### Placed standard cells, run 1

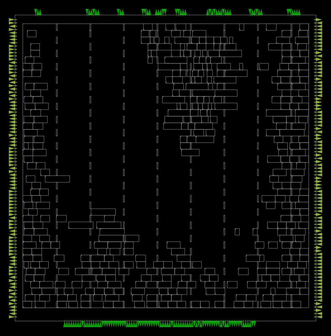
### Met2 routing, run 1

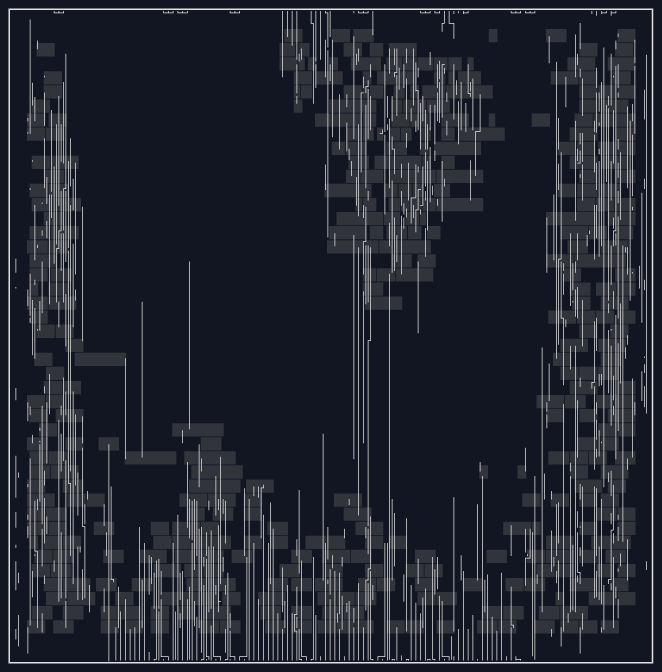
### Cells colored by class, run 1

The bar under the picture is 20 µm long.
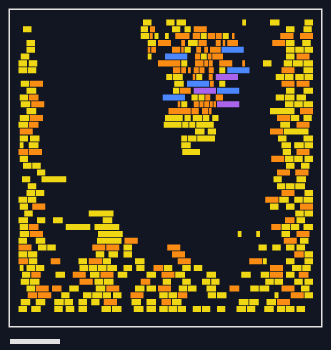
--- src/rtl/ecap5_dproc_pkg.sv ---
// Shared types and constants for the ecap5 processor datapath.
// Holds the arbiter FSM encoding and the master identifiers used for last_grant.
package ecap5_dproc_pkg;

    typedef enum logic [1:0] {
        IDLE     = 2'd0,
        GRANT_IF = 2'd1,
        GRANT_LS = 2'd2
    } arb_state_t;

    localparam logic ARB_MASTER_IF = 1'b0;
    localparam logic ARB_MASTER_LS = 1'b1;

endpackage

--- src/rtl/bus_arbiter.sv ---
// Two-master pipelined Wishbone arbiter: fetch (IF) and loadstore (LS) share one slave port.
// The grant is held per bus cycle, outstanding accepts are counted, and ties alternate.
module bus_arbiter
    import ecap5_dproc_pkg::*;
#(
    parameter int MAX_OUTSTANDING = 4
) (
    input  logic        clk_i,
    input  logic        rst_i,

    input  logic [31:0] if_wb_adr_i,
    input  logic [31:0] if_wb_dat_i,
    input  logic        if_wb_we_i,
    input  logic [3:0]  if_wb_sel_i,
    input  logic        if_wb_stb_i,
    input  logic        if_wb_cyc_i,
    output logic [31:0] if_wb_dat_o,
    output logic        if_wb_ack_o,
    output logic        if_wb_stall_o,

    input  logic [31:0] ls_wb_adr_i,
    input  logic [31:0] ls_wb_dat_i,
    input  logic        ls_wb_we_i,
    input  logic [3:0]  ls_wb_sel_i,
    input  logic        ls_wb_stb_i,
    input  logic        ls_wb_cyc_i,
    output logic [31:0] ls_wb_dat_o,
    output logic        ls_wb_ack_o,
    output logic        ls_wb_stall_o,

    output logic [31:0] wb_adr_o,
    output logic [31:0] wb_dat_o,
    output logic        wb_we_o,
    output logic [3:0]  wb_sel_o,
    output logic        wb_stb_o,
    output logic        wb_cyc_o,
    input  logic [31:0] wb_dat_i,
    input  logic        wb_ack_i,
    input  logic        wb_stall_i
);

    localparam int CNT_W = $clog2(MAX_OUTSTANDING + 1);
    localparam logic [CNT_W-1:0] CNT_MAX = CNT_W'(MAX_OUTSTANDING);
    localparam logic [CNT_W-1:0] CNT_ONE = CNT_W'(1);

    arb_state_t       state_q, state_d;
    logic             last_grant_q, last_grant_d;
    logic [CNT_W-1:0] count_q, count_d;

    logic full;
    logic accept;
    logic ack_cnt;

    assign full    = (count_q == CNT_MAX);
    assign accept  = wb_stb_o & ~wb_stall_i;
    // Acks at count 0 or outside a grant belong to nothing we issued.
    assign ack_cnt = wb_ack_i & (state_q != IDLE) & (count_q != '0);

    assign if_wb_dat_o = wb_dat_i;
    assign ls_wb_dat_o = wb_dat_i;

    always_comb begin
        wb_adr_o      = if_wb_adr_i;
        wb_dat_o      = if_wb_dat_i;
        wb_we_o       = if_wb_we_i;
        wb_sel_o      = if_wb_sel_i;
        wb_cyc_o      = 1'b0;
        wb_stb_o      = 1'b0;
        if_wb_stall_o = 1'b1;
        ls_wb_stall_o = 1'b1;
        if_wb_ack_o   = 1'b0;
        ls_wb_ack_o   = 1'b0;
        case (state_q)
            GRANT_IF: begin
                wb_cyc_o      = if_wb_cyc_i;
                wb_stb_o      = if_wb_stb_i & ~full;
                if_wb_stall_o = wb_stall_i | full;
                if_wb_ack_o   = wb_ack_i;
            end
            GRANT_LS: begin
                wb_adr_o      = ls_wb_adr_i;
                wb_dat_o      = ls_wb_dat_i;
                wb_we_o       = ls_wb_we_i;
                wb_sel_o      = ls_wb_sel_i;
                wb_cyc_o      = ls_wb_cyc_i;
                wb_stb_o      = ls_wb_stb_i & ~full;
                ls_wb_stall_o = wb_stall_i | full;
                ls_wb_ack_o   = wb_ack_i;
            end
            default: ;
        endcase
    end

    always_comb begin
        state_d      = state_q;
        last_grant_d = last_grant_q;
        count_d      = count_q;
        if (accept && !ack_cnt) begin
            count_d = count_q + CNT_ONE;
        end else if (ack_cnt && !accept) begin
            count_d = count_q - CNT_ONE;
        end
        case (state_q)
            IDLE: begin
                count_d = '0;
                if (if_wb_cyc_i && ls_wb_cyc_i) begin
                    if (last_grant_q == ARB_MASTER_IF) begin
                        state_d      = GRANT_LS;
                        last_grant_d = ARB_MASTER_LS;
                    end else begin
                        state_d      = GRANT_IF;
                        last_grant_d = ARB_MASTER_IF;
                    end
                end else if (if_wb_cyc_i) begin
                    state_d      = GRANT_IF;
                    last_grant_d = ARB_MASTER_IF;
                end else if (ls_wb_cyc_i) begin
                    state_d      = GRANT_LS;
                    last_grant_d = ARB_MASTER_LS;
                end
            end
            // Dropping cyc releases the bus; anything still outstanding is abandoned.
            GRANT_IF: begin
                if (!if_wb_cyc_i) begin
                    state_d = IDLE;
                    count_d = '0;
                end
            end
            GRANT_LS: begin
                if (!ls_wb_cyc_i) begin
                    state_d = IDLE;
                    count_d = '0;
                end
            end
            default: begin
                state_d = IDLE;
                count_d = '0;
            end
        endcase
    end

    always_ff @(posedge clk_i or posedge rst_i) begin
        if (rst_i) begin
            state_q      <= IDLE;
            last_grant_q <= ARB_MASTER_IF;
            count_q      <= '0;
        end else begin
            state_q      <= state_d;
            last_grant_q <= last_grant_d;
            count_q      <= count_d;
        end
    end

endmodule

--- config.mk ---
export PLATFORM = sky130hd
export DESIGN_NAME = bus_arbiter
export DESIGN_NICKNAME = d
export VERILOG_FILES = /design/src/rtl/ecap5_dproc_pkg.sv /design/src/rtl/bus_arbiter.sv
export SDC_FILE = /design/constraint.sdc
export NUM_CORES = 1
export LEC_CHECK = 0
export CAP_MARGIN = 20
export CORE_AREA = 3 3 121 123
export DETAILED_ROUTE_END_ITERATION = 12
export DIE_AREA = 0 0 124 126
export RECOVER_POWER = 50
export SLEW_MARGIN = 20
export SYNTH_ARGS = -nofsm -noshare
export SYNTH_HDL_FRONTEND = slang
export SYNTH_SLANG_ARGS = --single-unit
export TNS_END_PERCENT = 5
--- constraint.sdc ---
create_clock -name clk_i -period 1.9 [get_ports clk_i]
set_clock_uncertainty 0.1 [all_clocks]
set_input_delay 0.285 -clock clk_i [delete_from_list [all_inputs] [get_ports clk_i]]
set_output_delay 0.285 -clock clk_i [all_outputs]
set_load 0.01 [all_outputs]
==> impl_metrics.ini, run 1 <==
; synthesis and place-and-route metrics
[status]
status = complete, but fails checks
violations_in_the_final_reports = setup timing

[timing]
grt_setup_unrepaired = yes
setup_tns_final_ps = -10170
fin_crit_ps = 2150
clock.fmax_mhz = 466
timing.final.crit_share = 1.13
slew_viol_final = 0
setup_violations = 73
max-slew-margin-rel = 0.840
hold_viol_final = 0
postLayoutSetupSlackWorst_ps = -247
max_slew.worst_pin.slew_ps = 240

[floorplanning]
floorplan.initialDensity = 0.132
design.die.area_um2 = 15600
die_height_um = 126

[pwr]
power_report.internal_total_mw = 2.82
seq-power_mw = 0.186
p_sw_mw = 1.43
vdd.ir_drop.worst_mv = 0.327
power.share.sequential = 0.044
power_frac_clock = 0.080
switching_share = 0.336

[synthesis]
netlist.top_cell.by_area = sky130_fd_sc_hd__mux2_2
top_cell = sky130_fd_sc_hd__mux2_2
asyncSetResetFlopFracSynth = 1.00
yosysTopAreaCellShare = 0.428
synth-edff-count = 0
syn-cell-area_um2 = 1820
yosysSeqAreaShare = 0.0827
yosys_warnings = 0
yosys.stat.chipArea_um2 = 1820
yosys_register_bits = 6

[drt]
ant_nets = 0
routed_wl_um = 10000
post_drt_wl_per_cell_um = 17.5
drcViolationCount = 0
drt_pre_antenna_iters = 4
detail_route.iter0.violations = 42

[place]
gp_congestion = 0.806
placement.io_buffers = 220
cell_area_after_placement_um2 = 3910

[critical_path]
worstReg2RegEnd = count_q[1]$_DFF_PP0_
timing_worst_setup_path_type = flop to primary output
worst-path-max-fanout = 8
ff2ff_setup_slack_ps = -100
worst_path_dominant_cell_family = buffers and inverters
critical-path-max-stage-delay_ps = 410

[clock_network]
cts_max_level = 1
cts_tree = built
cts-buffers-inserted = 3

[global_routing]
overflow = 0
grt_start_max_net_pins = 12
groute.usage.overall = 0.118
grt_pass1_wl_um = 14200
first_global_vias = 2526
number_of_antenna_violations_at_the_first_check_in_global_routing = 0

[worst_hold_path]
hold_class = input pin to asynchronous set/reset pin

[cells_and_area]
layout.nets = 580
antenna_cells_inserted = 0
mi_logic_area_um2 = 1360
fraction_of_layout_instances_using_a_drive_strength_above_1 = 0.508
seqCellArea_um2 = 150
fin_area_um2 = 4650
Back to the opening pictures, 'Placed standard cells':
core outline area: 13800 µm²
post-layout util: 0.338
FFs & Latches: 6

Back to the opening pictures, 'Met2 routing':
- main direction: vertical
- nets with wire on the layer: 523
- wire length on this layer: 5480 µm
- longest straight run: 84.8 µm
- share of all routed wire: 55%

Back to the opening pictures, 'Cells colored by class':
- remaining buffers and delay cells: yellow (cells 264; share of their area 64%)
- remaining logic cells: orange (cells 121; share of their area 31%)
- clock-net drivers: purple (cells 3; share of their area 1.7%)
- sequential cells: blue (cells 6; share of their area 3.4%)

[run 1: worst reg2reg max path: cells and delay by family, from the launching register on]
family	cells	cell delay, ps
flip-flops	1	410
multiplexers	1	300
buffers and inverters	3	380
adder cells (fa/ha/maj)	1	200
AND/OR/NAND/NOR	1	150
AND-OR/OR-AND	2	340
[run 1: routing by layer]
metal,up-vias,GRT usage,routed length [µm],share of wire
met5,-,0,0,0
met4,0,0.0251,135,0.013
met3,27,0.0278,1150,0.11
met2,151,0.243,5480,0.55
met1,1008,0.116,3280,0.33
li1,1027,-,-,-
[run 1: metrics by stage]
stage	power (mW)	std cells	setup slack, ps	hold WS (ps)
finish	4.25	574	-247	189
global route	4.50	574	-296	242
CTS	4.18	574	-251	214
detailed placement	2.78	547	-328	425
global placement	2.76	547	-303	402
floorplan	1.48	199	83.9	-24.0
[run 1: cells by family after synthesis]
| family | after synthesis | share of synthesized area |
|---|---|---|
| AOI/OAI and AO/OA | 17 | 0.0675 |
| and+or+nand+nor | 20 | 0.0593 |
| adders and majority gates | 6 | 0.0413 |
| DFF | 6 | 0.0827 |
| buffers and inverters | 78 | 0.302 |
| muxes | 72 | 0.447 |
[run 1: layout make-up]
cell class | instances | area share
repair buffers | 264 | 0.607
multi-input cells | 115 | 0.291
well taps | 180 | 0.0484
flip-flops and latches | 6 | 0.0323
clock buffers | 3 | 0.0161
inverters | 6 | 0.00484
[run 1: sequential cells by signal, summed over array words and instances, names as in the netlist]
signal,count
last_grant_q,1
state_q,2
count_q,3
[run 1: repair_timing]
action | CTS | global route
gates resized | 403 | 37
gates cloned | 8 | 0
hold buffers | 0 | 0
pin swaps | 5 | 5
buffers inserted | 18 | 1
endpoints found under the setup margin | 78 | 78
==> run 2, diff against run 1 <==
--- a/config.mk
+++ b/config.mk
@@ -6,9 +6,11 @@
 export NUM_CORES = 1
 export LEC_CHECK = 0
 export CAP_MARGIN = 20
-export CORE_AREA = 3 3 121 123
+export CORE_AREA = 3 3 123 125
+export CTS_CLUSTER_SIZE = 8
 export DETAILED_ROUTE_END_ITERATION = 12
-export DIE_AREA = 0 0 124 126
+export DIE_AREA = 0 0 126 128
+export GPL_TIMING_DRIVEN = 0
 export RECOVER_POWER = 50
 export SLEW_MARGIN = 20
 export SYNTH_ARGS = -nofsm -noshare
==> constraint.sdc (replaced) <==
create_clock -name clk_i -period 2.27 [get_ports clk_i]
set_clock_uncertainty 0.1 [all_clocks]
set_input_delay 0.3405 -clock clk_i [delete_from_list [all_inputs] [get_ports clk_i]]
set_output_delay 0.3405 -clock clk_i [all_outputs]
set_load 0.01 [all_outputs]
==> impl_metrics.ini, run 2 <==
; synthesis and place-and-route metrics
[status]
status = finished, final reports clean

[clock_network]
cts-buffers-inserted = 3
cts-root-to-sink-buffers = 2
clkSinkCount = 6
cts_max_level = 1
worst_setup_hold_path_clk_slew_ps = 40
cts_tree = built
cts_setup_buffers = 5
clk_root_buffer_cell = sky130_fd_sc_hd__clkbuf_16
worst_skew_late_latency_ps = 230
cts-hold-fix-buffers = 0
cts-resized-gates = 214

[floorplanning]
placement_rows = 43
floorplan.die.width_um = 126
die_height_um = 128
floorplan.initialDensity = 0.130
design.die.area_um2 = 16100
num_io_pins = 317
design.core.area_um2 = 14000

[drt]
drt_pre_antenna_iters = 4
routed_wl_um = 11000
detail_route.iter0.violations = 30
ant_nets = 0
dr_total_vias = 2562
post_drt_wl_per_cell_um = 16.4
post_drt_via_cell_ratio = 3.81
drcViolationCount = 0

[synthesis]
synth_cells = 199
post_synth_fa_ha_maj_area_fraction = 0.0414
synth-edff-count = 0
asyncSetResetFlopFracSynth = 1.00
area_leaders = sky130_fd_sc_hd__mux2_2 43%, sky130_fd_sc_hd__buf_4 26%, sky130_fd_sc_hd__dfrtp_1 8.3%, sky130_fd_sc_hd__ha_1 4.1%, sky130_fd_sc_hd__buf_2 1.7%
mux_area_frac = 0.447
netlist_top_cells_count = 69 x sky130_fd_sc_hd__mux2_2, 64 x sky130_fd_sc_hd__buf_4
post_synth_xor_area_fraction = 0
synth.comb.largest_family = multiplexers
cell_type_count = 27
netlist.top_cell.by_area = sky130_fd_sc_hd__mux2_2
synth-cells-yosys = 199
yosys_register_bits = 6
syn-cell-area_um2 = 1820
synthSimpleGateAreaFrac = 0.0593
syn_avg_cell_area_um2 = 9.12
ys_dominant_reg_cell = sky130_fd_sc_hd__dfrtp_1
yosysSeqAreaShare = 0.0827
yosys_warnings = 0
syn_nets = 383
yosys.stat.chipArea_um2 = 1820
yosysTopAreaCellShare = 0.428
top_cell = sky130_fd_sc_hd__mux2_2
synth.cellmix.compoundShare = 0.0675

[global_routing]
grt_start_max_net_pins = 11
first_global_vias = 2857
number_of_antenna_violations_at_the_first_check_in_global_routing = 0
grt_pass1_wl_um = 15900
overflow = 0
groute.usage.overall = 0.125

[critical_path]
worst_path_dominant_cell_family = buffers and inverters
worst-path-max-fanout = 10
timing.critical_path.slowest_stage_cell = sky130_fd_sc_hd__dfrtp_1
cp_num_buf_inv = 5
worst_ep_arrival_time_ps = 1820
start_kind = flop
cp_cell_sequence = inv_2 > ha_4 > buf_12 > buf_16 > buf_8 > mux2_2 > dlygate4sd2_1
worstPathRequired_ps = 1830
timing_worst_setup_path_type = flop to primary output
critical-path-max-stage-delay_ps = 380
worst_setup_path_end_kind = primary output

[cells_and_area]
final_layout_top_logic_cell = sky130_fd_sc_hd__clkdlybuf4s50_1
post_layout_util = 0.354
fin_area_um2 = 4950
largest_registers = count_q x3, state_q x2, last_grant_q x1
mi_logic_area_um2 = 1160
antenna_cells_inserted = 0
fraction_of_layout_instances_using_a_drive_strength_above_1 = 0.434
seqCellArea_um2 = 150
layout.nets = 679
syn_to_final_growth_pct = 173
number_of_fill_cells = 1438
most-common-layout-cells = 149 x sky130_fd_sc_hd__clkdlybuf4s50_1, 68 x sky130_fd_sc_hd__buf_4, 65 x sky130_fd_sc_hd__mux2_2
largest_reg_flops = 3
largest_register = count_q

[pwr]
post-layout-total-power_mw = 2.79
vdd.ir_drop.worst_mv = 0.270
power.density_cell_area_nw_per_um2 = 564
power.leakage_nw = 2.16

[timing]
hold_viol_final = 0
max-slew-margin-rel = 0.808
timing.final.crit_share = 0.996
setup_violations = 0
setup_tns_final_ps = 0
max_slew.worst_pin.slew_ps = 287
grt_setup_unrepaired = yes
fin_crit_ps = 2260
slew_viol_final = 0
clock.fmax_mhz = 442
postLayoutSetupSlackWorst_ps = 8.02

[flow_run]
warning_count = 32
cap_viol_max_count = 0

[place]
gp_congestion = 0.838
cell_area_after_placement_um2 = 4880
placement.io_buffers = 284
placement.setup.worst_slack_ps = -296
dp_hpwl_um = 9620

[worst_hold_path]
hold_class = input pin to asynchronous set/reset pin
==> run 2: through the flow <==
step,hold slack [ps],std cells
after floorplan,31.5,199
final,416,673
after detailed placement,417,663
after global routing,467,673
after CTS,323,673
after global placement,396,663
==> run 2: power by group <==
group	internal, mW	switching (mW)
registers	0.133	0.0254
logic	1.40	0.940
clock network	0.227	0.0650
total	1.76	1.03
==> run 2: cell families (layout without fill, tap and decap cells) <==
| logic type | Yosys count | in the layout |
|---|---|---|
| AND/OR/NAND/NOR | 20 | 20 |
| multiplexers | 72 | 72 |
| AND-OR/OR-AND | 17 | 17 |
| adder cells (fa/ha/maj) | 6 | 6 |
| buffers and inverters | 78 | 372 |
| flip-flops | 6 | 6 |
==> run 2: per-layer routing <==
metal  part of all wire  GRT usage
met1               0.35      0.132
met2               0.53      0.245
met3              0.098     0.0342
met4              0.016     0.0278
met5                  0          0
==> run 2: cell type report <==
| cell class | count | share of cell area |
|---|---|---|
| Buffer | 72 | 0.122 |
| Clock buffer | 3 | 0.0152 |
| Inverter | 6 | 0.00455 |
| Multi-Input combinational cell | 115 | 0.235 |
| Sequential cell | 6 | 0.0303 |
| Tap cell | 180 | 0.0455 |
| Timing Repair Buffer | 291 | 0.547 |
==> run 2: path summary, 6_finish.rpt <==
kind,startpoint,to,slack (ps),cells after the start
setup / recovery,state_q[0]$_DFFE_PP0P_,wb_adr_o[13],8,7
hold / removal,rst_i,last_grant_q$_DFFE_PP0P_,420,2
setup reg to reg,state_q[1]$_DFFE_PP0P_,count_q[2]$_DFF_PP0_,270,7
hold reg to reg,last_grant_q$_DFFE_PP0P_,last_grant_q$_DFFE_PP0P_,430,1
max in group asynchronous,rst_i,count_q[2]$_DFF_PP0_,1430,2
min in group clk_i,last_grant_q$_DFFE_PP0P_,last_grant_q$_DFFE_PP0P_,430,1
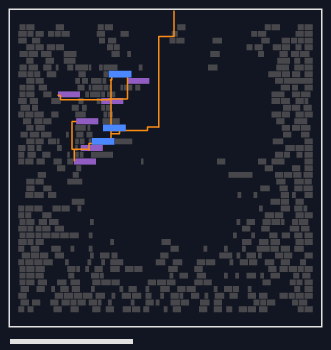
*Clock network drawn from the DEF, run 2*
The bar under the picture is 50 µm long.
- clock wires: orange (length 195 µm)
- clock-net drivers: blue (count 3)
- flip-flops: purple (count 6)
- routed clock nets: 4

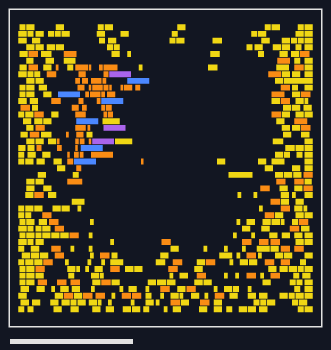
*Cells colored by class, run 2*
The bar under the picture is 50 µm long.
- remaining buffers and delay cells: yellow (cells 363; share of their area 70%)
- remaining logic cells: orange (cells 121; share of their area 25%)
- sequential cells: blue (cells 6; share of their area 3.2%)
- clock-net drivers: purple (cells 3; share of their area 1.6%)

==> run 3, diff against run 2 <==
--- a/config.mk
+++ b/config.mk
@@ -6,11 +6,14 @@
 export NUM_CORES = 1
 export LEC_CHECK = 0
 export CAP_MARGIN = 20
-export CORE_AREA = 3 3 123 125
+export CELL_PAD_IN_SITES_DETAIL_PLACEMENT = 0
+export CELL_PAD_IN_SITES_GLOBAL_PLACEMENT = 2
+export CORE_AREA = 3 3 139 141
 export CTS_CLUSTER_SIZE = 8
 export DETAILED_ROUTE_END_ITERATION = 12
-export DIE_AREA = 0 0 126 128
+export DIE_AREA = 0 0 142 144
 export GPL_TIMING_DRIVEN = 0
+export PLACE_DENSITY_LB_ADDON = 0.1
 export RECOVER_POWER = 50
 export SLEW_MARGIN = 20
 export SYNTH_ARGS = -nofsm -noshare
==> impl_metrics.ini, run 3 <==
; synthesis and place-and-route metrics
[floorplanning]
floorplan.die.width_um = 142
design.core.area_um2 = 18100
num_io_pins = 317

[pwr]
post-layout-total-power_mw = 2.60
power.share.sequential = 0.060
combinational_fraction_of_design_power = 0.831
p_sw_mw = 0.946
power_report.internal_total_mw = 1.66
switching_share = 0.364
power.density_cell_area_nw_per_um2 = 521
power_frac_clock = 0.108

[timing]
timing.final.crit_share = 0.972
setup_tns_final_ps = 0
hold_viol_final = 0
postLayoutSetupSlackWorst_ps = 63.3
clock.fmax_mhz = 453
holdWs_ps = 381
grt_setup_unrepaired = yes
max-slew-margin-rel = 0.801
fin_crit_ps = 2210
slew_viol_final = 0
max_slew.worst_pin.slew_ps = 298

[drt]
post_drt_wl_per_cell_um = 14.7
drcViolationCount = 0
detail_route.iter0.violations = 35
dr_total_vias = 2526

[global_routing]
first_global_vias = 2708
grt_start_max_net_pins = 11
number_of_antenna_violations_at_the_first_check_in_global_routing = 0
groute.usage.overall = 0.0928

[synthesis]
top_cell = sky130_fd_sc_hd__mux2_2
netlist_top_cells_count = 69 x sky130_fd_sc_hd__mux2_2, 64 x sky130_fd_sc_hd__buf_4
yosysTopAreaCellShare = 0.428
yosys_warnings = 0
synth-edff-count = 0
syn_nets = 383
synth-cells-yosys = 199
yosys.stat.chipArea_um2 = 1820
syn-cell-area_um2 = 1820
netlist.top_cell.by_area = sky130_fd_sc_hd__mux2_2
yosys_register_bits = 6
area_leaders = sky130_fd_sc_hd__mux2_2 43%, sky130_fd_sc_hd__buf_4 26%, sky130_fd_sc_hd__dfrtp_1 8.3%, sky130_fd_sc_hd__ha_1 4.1%, sky130_fd_sc_hd__buf_2 1.7%
asyncSetResetFlopFracSynth = 1.00
synth_cells = 199
syn_avg_cell_area_um2 = 9.12

[flow_run]
warning_count = 31

[critical_path]
worst-path-max-fanout = 10
start_kind = flop
critical-path-max-stage-delay_ps = 380
worst_setup_path_end_kind = primary output
timing.critical_path.slowest_stage_cell = sky130_fd_sc_hd__dfrtp_1

[clock_network]
worst_setup_hold_path_clk_slew_ps = 30
cts-hold-fix-buffers = 0
cts-buffers-inserted = 3
clkSinkCount = 6
cts_tree = built

[cells_and_area]
layout.nets = 674
fraction_of_layout_instances_using_a_drive_strength_above_1 = 0.359
number_of_fill_cells = 1948
largest_registers = count_q x3, state_q x2, last_grant_q x1
top_area_cell_class = non-clock buffers
most-common-layout-cells = 147 x sky130_fd_sc_hd__clkdlybuf4s50_1, 69 x sky130_fd_sc_hd__mux2_2, 65 x sky130_fd_sc_hd__buf_4
area_share_nonclk_buffers = 0.663
largest_register = count_q
post_layout_util = 0.276
sequential_share_of_cell_area = 0.0300
nNonClkBuffers = 358
finish.cell_count_without_fillers = 717
mi_logic_area_um2 = 1150
fin_area_um2 = 5000
antenna_cells_inserted = 0
seqCellArea_um2 = 150
comb_cells = 115
inverter_tally_of_the_final_layout_excluding_the_clock_network = 6

[place]
cell_area_after_placement_um2 = 4940
gp_congestion = 0.702
dp_hpwl_um = 9460

[status]
status = finished, final reports clean
## run 3: cell families (layout without fill, tap and decap cells)
group | after synthesis | count (layout) | share of synthesized area
flops | 6 | 6 | 0.0827
simple gates | 20 | 20 | 0.0593
buf+inv | 78 | 367 | 0.302
fa+ha+maj | 6 | 6 | 0.0413
mux | 72 | 72 | 0.447
compound gates | 17 | 17 | 0.0675
## run 3: critical path: cells and delay by family, from the launching register on
kind                     cells  cell delay, ps
flip-flops                   1             380
adder cells (fa/ha/maj)      1             140
buffers and inverters        4             690
multiplexers                 1             330
## run 3: path summary, 6_finish.rpt
path	startpoint	to	cells past startpoint
min in group clk_i	last_grant_q$_DFFE_PP0P_	last_grant_q$_DFFE_PP0P_	1
setup reg to reg	state_q[0]$_DFFE_PP0P_	count_q[1]$_DFF_PP0_	7
max in group asynchronous	rst_i	count_q[1]$_DFF_PP0_	2
hold / removal	rst_i	state_q[1]$_DFFE_PP0P_	2
setup / recovery	state_q[0]$_DFFE_PP0P_	wb_adr_o[29]	6
hold reg to reg	last_grant_q$_DFFE_PP0P_	last_grant_q$_DFFE_PP0P_	1
## run 3: what timing repair did
item                                    4_1_cts  5_1_grt
pin swaps                                     1        1
cloned                                        1        0
endpoints found under the setup margin       73       24
gates resized                               124       24
setup buffers                                 1        0
## run 3: power by group through the flow
stage	clock network, mW	logic, mW	registers, mW
4_1_cts	0.287	2.29	0.157
2_1_floorplan	0	1.09	0.148
3_5_place_dp	0	2.28	0.154
6_report	0.282	2.16	0.157
5_1_grt	0.295	2.34	0.159
3_3_place_gp	0	2.29	0.153
## run 3: per-layer routing
layer  up-vias  share of wire  global-route usage
li1       1209              -                   -
met5         -              0                   0
met4         0         0.0033             0.00909
met2       192           0.56               0.198
met3         2           0.12              0.0324
met1      1123           0.32              0.0856
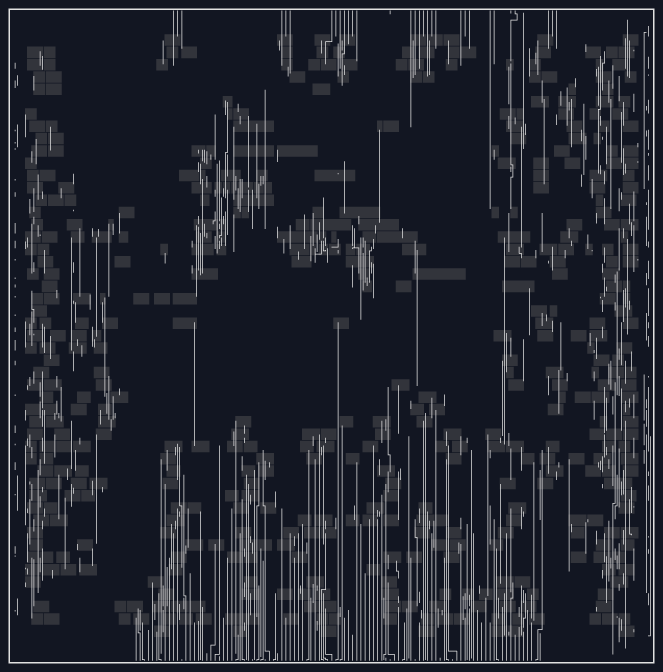
*Met2 routing, run 3*
- nets with wire on the layer: 597
- main direction: vertical
- wire length on this layer: 5890 µm
- share of all routed wire: 56%
- longest straight run: 74.5 µm

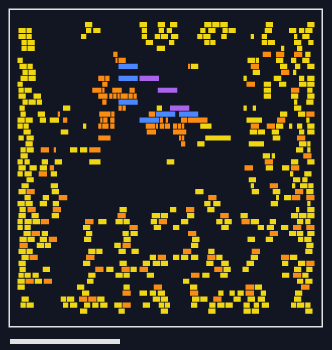
*Cells colored by class, run 3*
The bar under the picture is 50 µm long.
- remaining logic cells: orange (cells 121; share of their area 25%)
- remaining buffers and delay cells: yellow (cells 358; share of their area 70%)
- clock-net drivers: purple (cells 3; share of their area 1.6%)
- sequential cells: blue (cells 6; share of their area 3.2%)


==> layout pictures side by side <==
Gate families picked out.
panel A
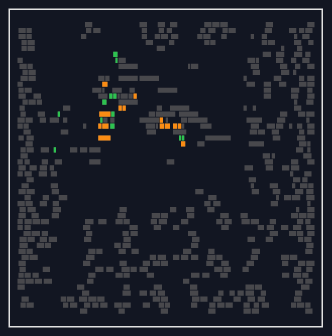
panel B
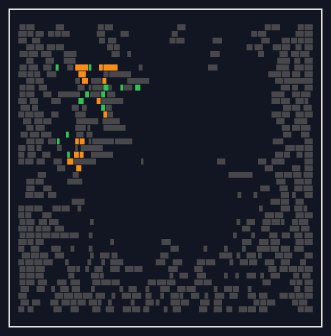
panel C
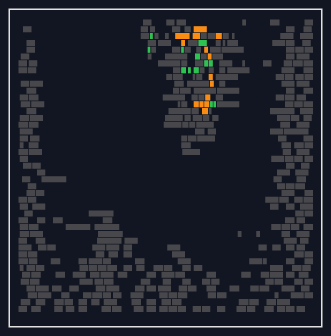
panel B -> run 2
panel C -> run 1
panel A -> run 3
The one with the fewest cells is panel C.

No activity file was given, so power comes from the tool's default toggle rates.
